File: src/rtl/fwd_hazard_ctrl_pkg.sv
// Shared definitions for the EXE-stage forwarding / hazard controller.
//   ASIZE     : register-address width used by every pipeline stage
//   DSIZE     : datapath width, shared with the rest of the core
//   FWD_*     : operand-mux select encodings for the EXE stage
//   state_e   : controller states (normal flow / multiply occupying EXE)
package fwd_hazard_ctrl_pkg;

  localparam int unsigned ASIZE = 5;
  localparam int unsigned DSIZE = 32;

  localparam logic [1:0] FWD_IDEXE  = 2'b00;
  localparam logic [1:0] FWD_MEMWB  = 2'b01;
  localparam logic [1:0] FWD_EXEMEM = 2'b10;

  typedef enum logic {
    RUN,
    MUL_BUSY
  } state_e;

endpackage

File: src/rtl/fwd_hazard_ctrl_if.sv
// Bundle of the ID-stage decode info entering the controller and the control
// outputs it drives back into the pipeline.
//   master : pipeline side (drives ID fields, observes controls)
//   slave  : controller side
interface fwd_hazard_ctrl_if
  import fwd_hazard_ctrl_pkg::*;
#(
  parameter int unsigned CSIZE = 16
);

  logic [ASIZE-1:0] rs_ID;
  logic [ASIZE-1:0] rt_ID;
  logic             rs_use_ID;
  logic             rt_use_ID;
  logic [ASIZE-1:0] rd_ID;
  logic             wen_ID;
  logic             memrd_ID;
  logic             mul_ID;
  logic             flush_ID;
  logic [1:0]       selA_EXE;
  logic [1:0]       selB_EXE;
  logic             stall_IF_ID;
  logic             bubble_ID_EXE;
  logic             freeze;
  logic [CSIZE-1:0] stall_cnt;

  modport master (
    output rs_ID, rt_ID, rs_use_ID, rt_use_ID, rd_ID, wen_ID, memrd_ID, mul_ID, flush_ID,
    input  selA_EXE, selB_EXE, stall_IF_ID, bubble_ID_EXE, freeze, stall_cnt
  );

  modport slave (
    input  rs_ID, rt_ID, rs_use_ID, rt_use_ID, rd_ID, wen_ID, memrd_ID, mul_ID, flush_ID,
    output selA_EXE, selB_EXE, stall_IF_ID, bubble_ID_EXE, freeze, stall_cnt
  );

endinterface

File: src/rtl/fwd_hazard_ctrl_sel.sv
// fwd_sel_calc: priority compare of one source operand against the EXE and
// MEM destination shadows.
//   use_i, reg_i         : operand is read / its register address
//   exe_rd_i, exe_wen_i  : destination of the instruction now in EXE
//   mem_rd_i, mem_wen_i  : destination of the instruction now in MEM
//   sel_o                : forward select (EXE/MEM beats MEM/WB, r0 never)
//   match_exe_o          : operand depends on the EXE instruction
module fwd_sel_calc
  import fwd_hazard_ctrl_pkg::*;
(
  input  logic             use_i,
  input  logic [ASIZE-1:0] reg_i,
  input  logic [ASIZE-1:0] exe_rd_i,
  input  logic             exe_wen_i,
  input  logic [ASIZE-1:0] mem_rd_i,
  input  logic             mem_wen_i,
  output logic [1:0]       sel_o,
  output logic             match_exe_o
);

  logic live;
  logic match_mem;

  assign live        = use_i && (reg_i != '0);
  assign match_exe_o = live && exe_wen_i && (exe_rd_i == reg_i);
  assign match_mem   = live && mem_wen_i && (mem_rd_i == reg_i);

  always_comb begin
    sel_o = FWD_IDEXE;
    if (match_exe_o) begin
      sel_o = FWD_EXEMEM;
    end else if (match_mem) begin
      sel_o = FWD_MEMWB;
    end
  end

endmodule

File: src/rtl/fwd_hazard_ctrl.sv
// fwd_hazard_ctrl: forwarding-select, load-use stall and multiply-freeze
// controller sitting beside the ID/EXE pipeline register.
//   clk, rst_n : pipeline clock, asynchronous active-low reset
//   bus        : ID decode fields in; registered forward selects, stall,
//                bubble, freeze and saturating stall-cycle counter out
module fwd_hazard_ctrl
  import fwd_hazard_ctrl_pkg::*;
#(
  parameter int unsigned MUL_LAT = 4,
  parameter int unsigned CSIZE   = 16
) (
  input logic              clk,
  input logic              rst_n,
  fwd_hazard_ctrl_if.slave bus
);

  localparam int unsigned CntW     = (MUL_LAT > 2) ? $clog2(MUL_LAT - 1) : 1;
  localparam bit          MulMulti = (MUL_LAT > 1);

  state_e            state_q, state_d;
  logic [CntW-1:0]   cnt_q, cnt_d;
  logic [ASIZE-1:0]  exe_rd_q, mem_rd_q;
  logic              exe_wen_q, exe_ld_q, exe_mul_q, mem_wen_q;
  logic [1:0]        sel_a_q, sel_b_q;
  logic [CSIZE-1:0]  stall_cnt_q;

  logic [1:0] sel_a_d, sel_b_d;
  logic       hit_exe_a, hit_exe_b;
  logic       ldhaz;
  logic       freeze, stall, bubble;

  fwd_sel_calc u_sel_a (
    .use_i       (bus.rs_use_ID),
    .reg_i       (bus.rs_ID),
    .exe_rd_i    (exe_rd_q),
    .exe_wen_i   (exe_wen_q),
    .mem_rd_i    (mem_rd_q),
    .mem_wen_i   (mem_wen_q),
    .sel_o       (sel_a_d),
    .match_exe_o (hit_exe_a)
  );

  fwd_sel_calc u_sel_b (
    .use_i       (bus.rt_use_ID),
    .reg_i       (bus.rt_ID),
    .exe_rd_i    (exe_rd_q),
    .exe_wen_i   (exe_wen_q),
    .mem_rd_i    (mem_rd_q),
    .mem_wen_i   (mem_wen_q),
    .sel_o       (sel_b_d),
    .match_exe_o (hit_exe_b)
  );

  assign ldhaz = exe_ld_q && (hit_exe_a || hit_exe_b);

  always_comb begin
    state_d = state_q;
    cnt_d   = cnt_q;
    freeze  = 1'b0;
    stall   = 1'b0;
    bubble  = 1'b0;
    unique case (state_q)
      RUN: begin
        if (exe_mul_q && MulMulti) begin
          freeze  = 1'b1;
          cnt_d   = CntW'(MUL_LAT - 2);
          state_d = MUL_BUSY;
        end else if (bus.flush_ID) begin
          bubble = 1'b1;
        end else if (ldhaz) begin
          stall  = 1'b1;
          bubble = 1'b1;
        end
      end
      MUL_BUSY: begin
        if (cnt_q == '0) begin
          // Release cycle: the multiply still sits in EXE but must not
          // re-trigger; normal hazard handling applies.
          state_d = RUN;
          if (bus.flush_ID) begin
            bubble = 1'b1;
          end else if (ldhaz) begin
            stall  = 1'b1;
            bubble = 1'b1;
          end
        end else begin
          freeze = 1'b1;
          cnt_d  = cnt_q - 1'b1;
        end
      end
      default: state_d = RUN;
    endcase
  end

  always_ff @(posedge clk or negedge rst_n) begin
    if (!rst_n) begin
      state_q     <= RUN;
      cnt_q       <= '0;
      exe_rd_q    <= '0;
      exe_wen_q   <= 1'b0;
      exe_ld_q    <= 1'b0;
      exe_mul_q   <= 1'b0;
      mem_rd_q    <= '0;
      mem_wen_q   <= 1'b0;
      sel_a_q     <= FWD_IDEXE;
      sel_b_q     <= FWD_IDEXE;
      stall_cnt_q <= '0;
    end else begin
      state_q <= state_d;
      cnt_q   <= cnt_d;
      if (!freeze) begin
        mem_rd_q  <= exe_rd_q;
        mem_wen_q <= exe_wen_q;
        if (bubble) begin
          exe_rd_q  <= '0;
          exe_wen_q <= 1'b0;
          exe_ld_q  <= 1'b0;
          exe_mul_q <= 1'b0;
          sel_a_q   <= FWD_IDEXE;
          sel_b_q   <= FWD_IDEXE;
        end else begin
          exe_rd_q  <= bus.rd_ID;
          exe_wen_q <= bus.wen_ID;
          exe_ld_q  <= bus.memrd_ID;
          exe_mul_q <= bus.mul_ID;
          sel_a_q   <= sel_a_d;
          sel_b_q   <= sel_b_d;
        end
      end
      if ((stall || freeze) && (stall_cnt_q != '1)) begin
        stall_cnt_q <= stall_cnt_q + 1'b1;
      end
    end
  end

  assign bus.selA_EXE      = sel_a_q;
  assign bus.selB_EXE      = sel_b_q;
  assign bus.stall_IF_ID   = stall;
  assign bus.bubble_ID_EXE = bubble;
  assign bus.freeze        = freeze;
  assign bus.stall_cnt     = stall_cnt_q;

endmodule
File: src/flat_wrapper.sv
// flat-port wrapper written by rule: the top's interface ports become plain ports
module fwd_hazard_ctrl_flat import fwd_hazard_ctrl_pkg::*;
#(
  parameter int unsigned MUL_LAT = 4,
  parameter int unsigned CSIZE   = 16
)
  (clk, rst_n, bus_rs_ID, bus_rt_ID, bus_rs_use_ID, bus_rt_use_ID, bus_rd_ID, bus_wen_ID, bus_memrd_ID, bus_mul_ID, bus_flush_ID, bus_selA_EXE, bus_selB_EXE, bus_stall_IF_ID, bus_bubble_ID_EXE, bus_freeze, bus_stall_cnt);
  fwd_hazard_ctrl_if #(.CSIZE(CSIZE)) bus_i ();
  input logic clk;
  input logic rst_n;
  input wire logic [$bits(bus_i.rs_ID)-1:0] bus_rs_ID;
  input wire logic [$bits(bus_i.rt_ID)-1:0] bus_rt_ID;
  input wire logic [$bits(bus_i.rs_use_ID)-1:0] bus_rs_use_ID;
  input wire logic [$bits(bus_i.rt_use_ID)-1:0] bus_rt_use_ID;
  input wire logic [$bits(bus_i.rd_ID)-1:0] bus_rd_ID;
  input wire logic [$bits(bus_i.wen_ID)-1:0] bus_wen_ID;
  input wire logic [$bits(bus_i.memrd_ID)-1:0] bus_memrd_ID;
  input wire logic [$bits(bus_i.mul_ID)-1:0] bus_mul_ID;
  input wire logic [$bits(bus_i.flush_ID)-1:0] bus_flush_ID;
  output wire logic [$bits(bus_i.selA_EXE)-1:0] bus_selA_EXE;
  output wire logic [$bits(bus_i.selB_EXE)-1:0] bus_selB_EXE;
  output wire logic [$bits(bus_i.stall_IF_ID)-1:0] bus_stall_IF_ID;
  output wire logic [$bits(bus_i.bubble_ID_EXE)-1:0] bus_bubble_ID_EXE;
  output wire logic [$bits(bus_i.freeze)-1:0] bus_freeze;
  output wire logic [$bits(bus_i.stall_cnt)-1:0] bus_stall_cnt;
  assign bus_i.rs_ID = bus_rs_ID;
  assign bus_i.rt_ID = bus_rt_ID;
  assign bus_i.rs_use_ID = bus_rs_use_ID;
  assign bus_i.rt_use_ID = bus_rt_use_ID;
  assign bus_i.rd_ID = bus_rd_ID;
  assign bus_i.wen_ID = bus_wen_ID;
  assign bus_i.memrd_ID = bus_memrd_ID;
  assign bus_i.mul_ID = bus_mul_ID;
  assign bus_i.flush_ID = bus_flush_ID;
  assign bus_selA_EXE = bus_i.selA_EXE;
  assign bus_selB_EXE = bus_i.selB_EXE;
  assign bus_stall_IF_ID = bus_i.stall_IF_ID;
  assign bus_bubble_ID_EXE = bus_i.bubble_ID_EXE;
  assign bus_freeze = bus_i.freeze;
  assign bus_stall_cnt = bus_i.stall_cnt;
  fwd_hazard_ctrl #(.MUL_LAT(MUL_LAT), .CSIZE(CSIZE)) u_core (.clk(clk), .rst_n(rst_n), .bus(bus_i));
endmodule
File: config.mk
export PLATFORM = sky130hd
export DESIGN_NAME = fwd_hazard_ctrl_flat
export DESIGN_NICKNAME = d
export VERILOG_FILES = /design/src/rtl/fwd_hazard_ctrl_pkg.sv /design/src/rtl/fwd_hazard_ctrl_if.sv /design/src/rtl/fwd_hazard_ctrl_sel.sv /design/src/rtl/fwd_hazard_ctrl.sv /design/src/flat_wrapper.sv
export SDC_FILE = /design/constraint.sdc
export NUM_CORES = 1
export LEC_CHECK = 0
export ABC_CLOCK_PERIOD_IN_PS = 3000
export CAP_MARGIN = 5
export CORE_UTILIZATION = 53
export CTS_CLUSTER_SIZE = 14
export DETAILED_ROUTE_END_ITERATION = 8
export PLACE_DENSITY = 0.84
export REMOVE_ABC_BUFFERS = 1
export SYNTH_ARGS = -nofsm -noshare
export SYNTH_HDL_FRONTEND = slang
export SYNTH_HIERARCHICAL = 1
export SYNTH_SLANG_ARGS = --single-unit
export TNS_END_PERCENT = 100
File: constraint.sdc
create_clock -name clk -period 3 [get_ports clk]
set_input_delay 0.6 -clock clk [delete_from_list [all_inputs] [get_ports clk]]
set_output_delay 0.6 -clock clk [all_outputs]
set_load 0.01 [all_outputs]
layer_met1.png
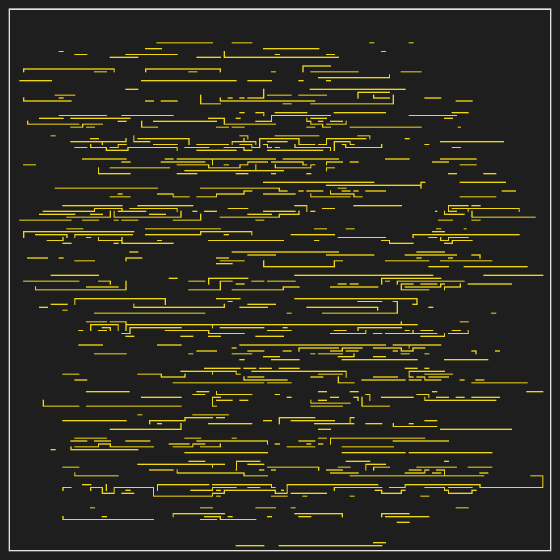
nets with wire on the layer: 234
share of all routed wire: 42%
total via count in the routed design: 1608
met1 demand-to-capacity share in global routing: 31.2%
wire length reported by the detailed router: 4570 um

layer_met3.png
The bar under the picture is 20 um long.
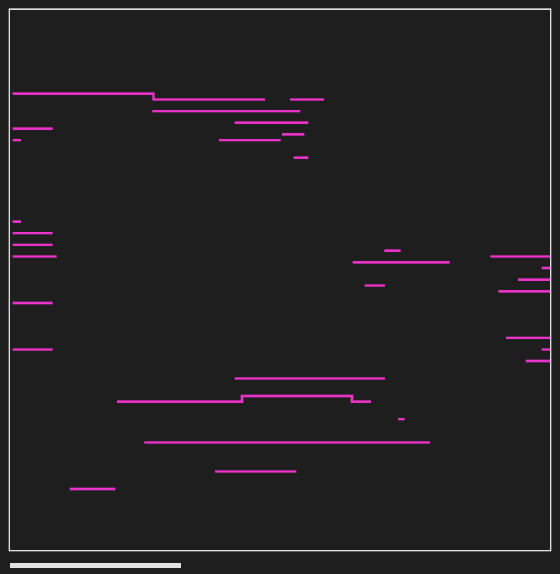
main direction: horizontal
wire length on this layer: 233 um
share of all routed wire: 5.1%
longest straight run: 33.1 um
met3 demand-to-capacity share in global routing: 7.61%

==> impl_metrics.py <==
# Generated from Yosys and OpenROAD reports
metrics = {
    "clock_tree": {
        "cts.clk_slew.worst_paths_ns": 0.07,
        "h_tree_depth": 2,
        "holdBufCountCts": 0,
    },
    "synthesis": {
        "top_logic_kind": "simple AND/OR/NAND/NOR gates",
        "yosys-stat-area_um2": 1980,
        "yosys.area.top_type": "sky130_fd_sc_hd__dfrtp_1",
        "synth-simple-area-share_pct": 19.6,
        "xor_area_share_pct": 15.9,
        "synth-compound-area-share_pct": 9.34,
        "top_cells_by_count": "sky130_fd_sc_hd__dfrtp_1 (37), sky130_fd_sc_hd__xor2_1 (23), sky130_fd_sc_hd__xnor2_1 (13), sky130_fd_sc_hd__a22o_1 (12), sky130_fd_sc_hd__nor3_1 (8)",
        "ys_cells": 173,
        "ys_seq_share_pct": 46.7,
    },
    "placement": {
        "pre_cts_ws_ns": -0.284,
    },
    "cells_and_area": {
        "share_of_cell_area_taken_by_multi_input_logic_gates_pct": 37.5,
        "layout.filler_cells": 235,
        "ant_cells": 0,
        "max_reg_flops": 16,
        "sequential_cell_area_um2": 926,
        "nFlopsAndLatches": 37,
    },
    "setup_path": {
        "worstSetupPathType": "in2out",
        "path_common_cell": "sky130_fd_sc_hd__o21ai_2",
        "timing.critical_path.buf_inv": 2,
        "critical_path.reg2reg.startpoint": "u_core/exe_rd_q[2]",
        "critical_path.endpoint_type": "output pin",
        "path_cells": "clkdlybuf4s50_1 -> or4_1 -> o21ai_2 -> nor3_2 -> o21ai_2 -> nor3_1 -> dlygate4sd2_1",
    },
    "drt": {
        "ant_nets": 0,
        "route.layer.met1.wl_um": 1940,
        "met3WireLength_um": 232,
    },
    "run_status": {
        "run_status": "finished clean",
    },
    "global_routing": {
        "globalRoute.busiestLayer": "met2",
    },
    "sta": {
        "setup_total_negative_slack_ns": 0,
    },
    "power": {
        "seq_power_uw": 972,
        "power_frac_clock_pct": 13.9,
        "netSwitchingPower_uw": 1020,
        "internal-power_uw": 1500,
        "static-leakage-power_uw": 0.00110,
    },
    "die": {
        "nWellTaps": 46,
        "pin_count": 46,
    },
}
placement_by_type.png
Fill, decap, tap and diode cells in grey.
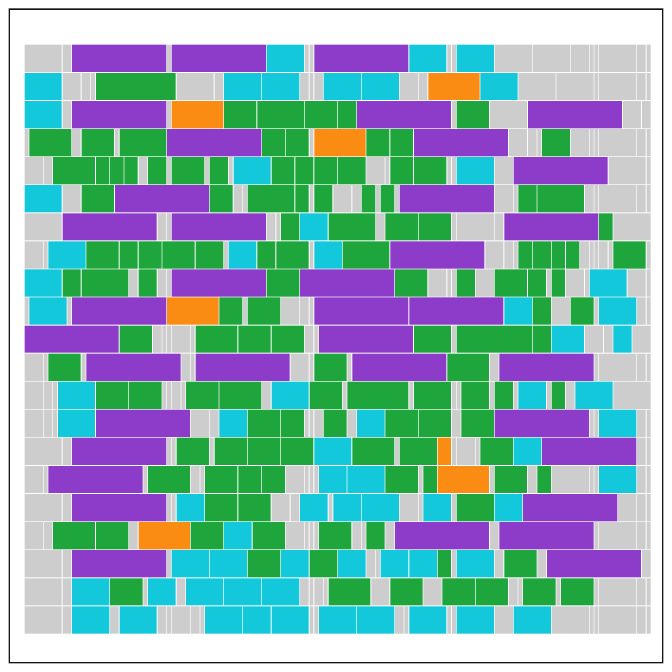
legend:
  green:
    class: combinational and other logic
    cells: 128
  cyan:
    class: remaining buffers and delay cells
    cells: 66
  orange:
    class: clock drivers and dummy loads
    cells: 7
  purple:
    class: sequential cells
    cells: 37
final core area utilization: 77.6%
placeable core region: 3470 um2

metal_density.png
The bar under the picture is 20 um long. 13 x 13 tiles, from dark blue (low) to red (high), scaled to the fullest tile. Values are wire area over tile area, all layers added.
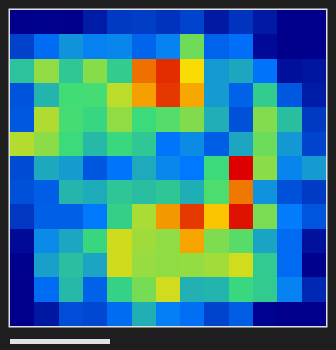
densest ninth of the die: bottom centre
fullest tile: 0.50
mean over tiles: 0.18
post-DR wirelength/cell: 16.1 um
overall track demand over capacity in global routing: 25.7%

==> metrics by stage <==
stage | utilization (%) | hold WS, ns | cells
after floorplan | - | 0.304 | 165
after global placement | 74.6 | 0.485 | 276
after detailed placement | 74.6 | 0.500 | 276
after CTS | 77.6 | 0.514 | 284
after global routing | 77.6 | 0.529 | 284
final | 77.6 | 0.507 | 284
==> logic make-up after synthesis <==
logic type / Yosys count
buffers and inverters: 11
adders and majority gates: 2
and+or+nand+nor: 58
AOI/OAI and AO/OA: 22
DFF: 37
xor gates and xnor gates: 36
muxes: 7
==> repair_timing <==
item	CTS	global route
pin swaps	2	2
endpoints found under the setup margin	2	2
resized	8	0
buffers inserted	1	0
cloned	0	0
Power figures rest on the tool's default switching activity, not on a simulated workload.
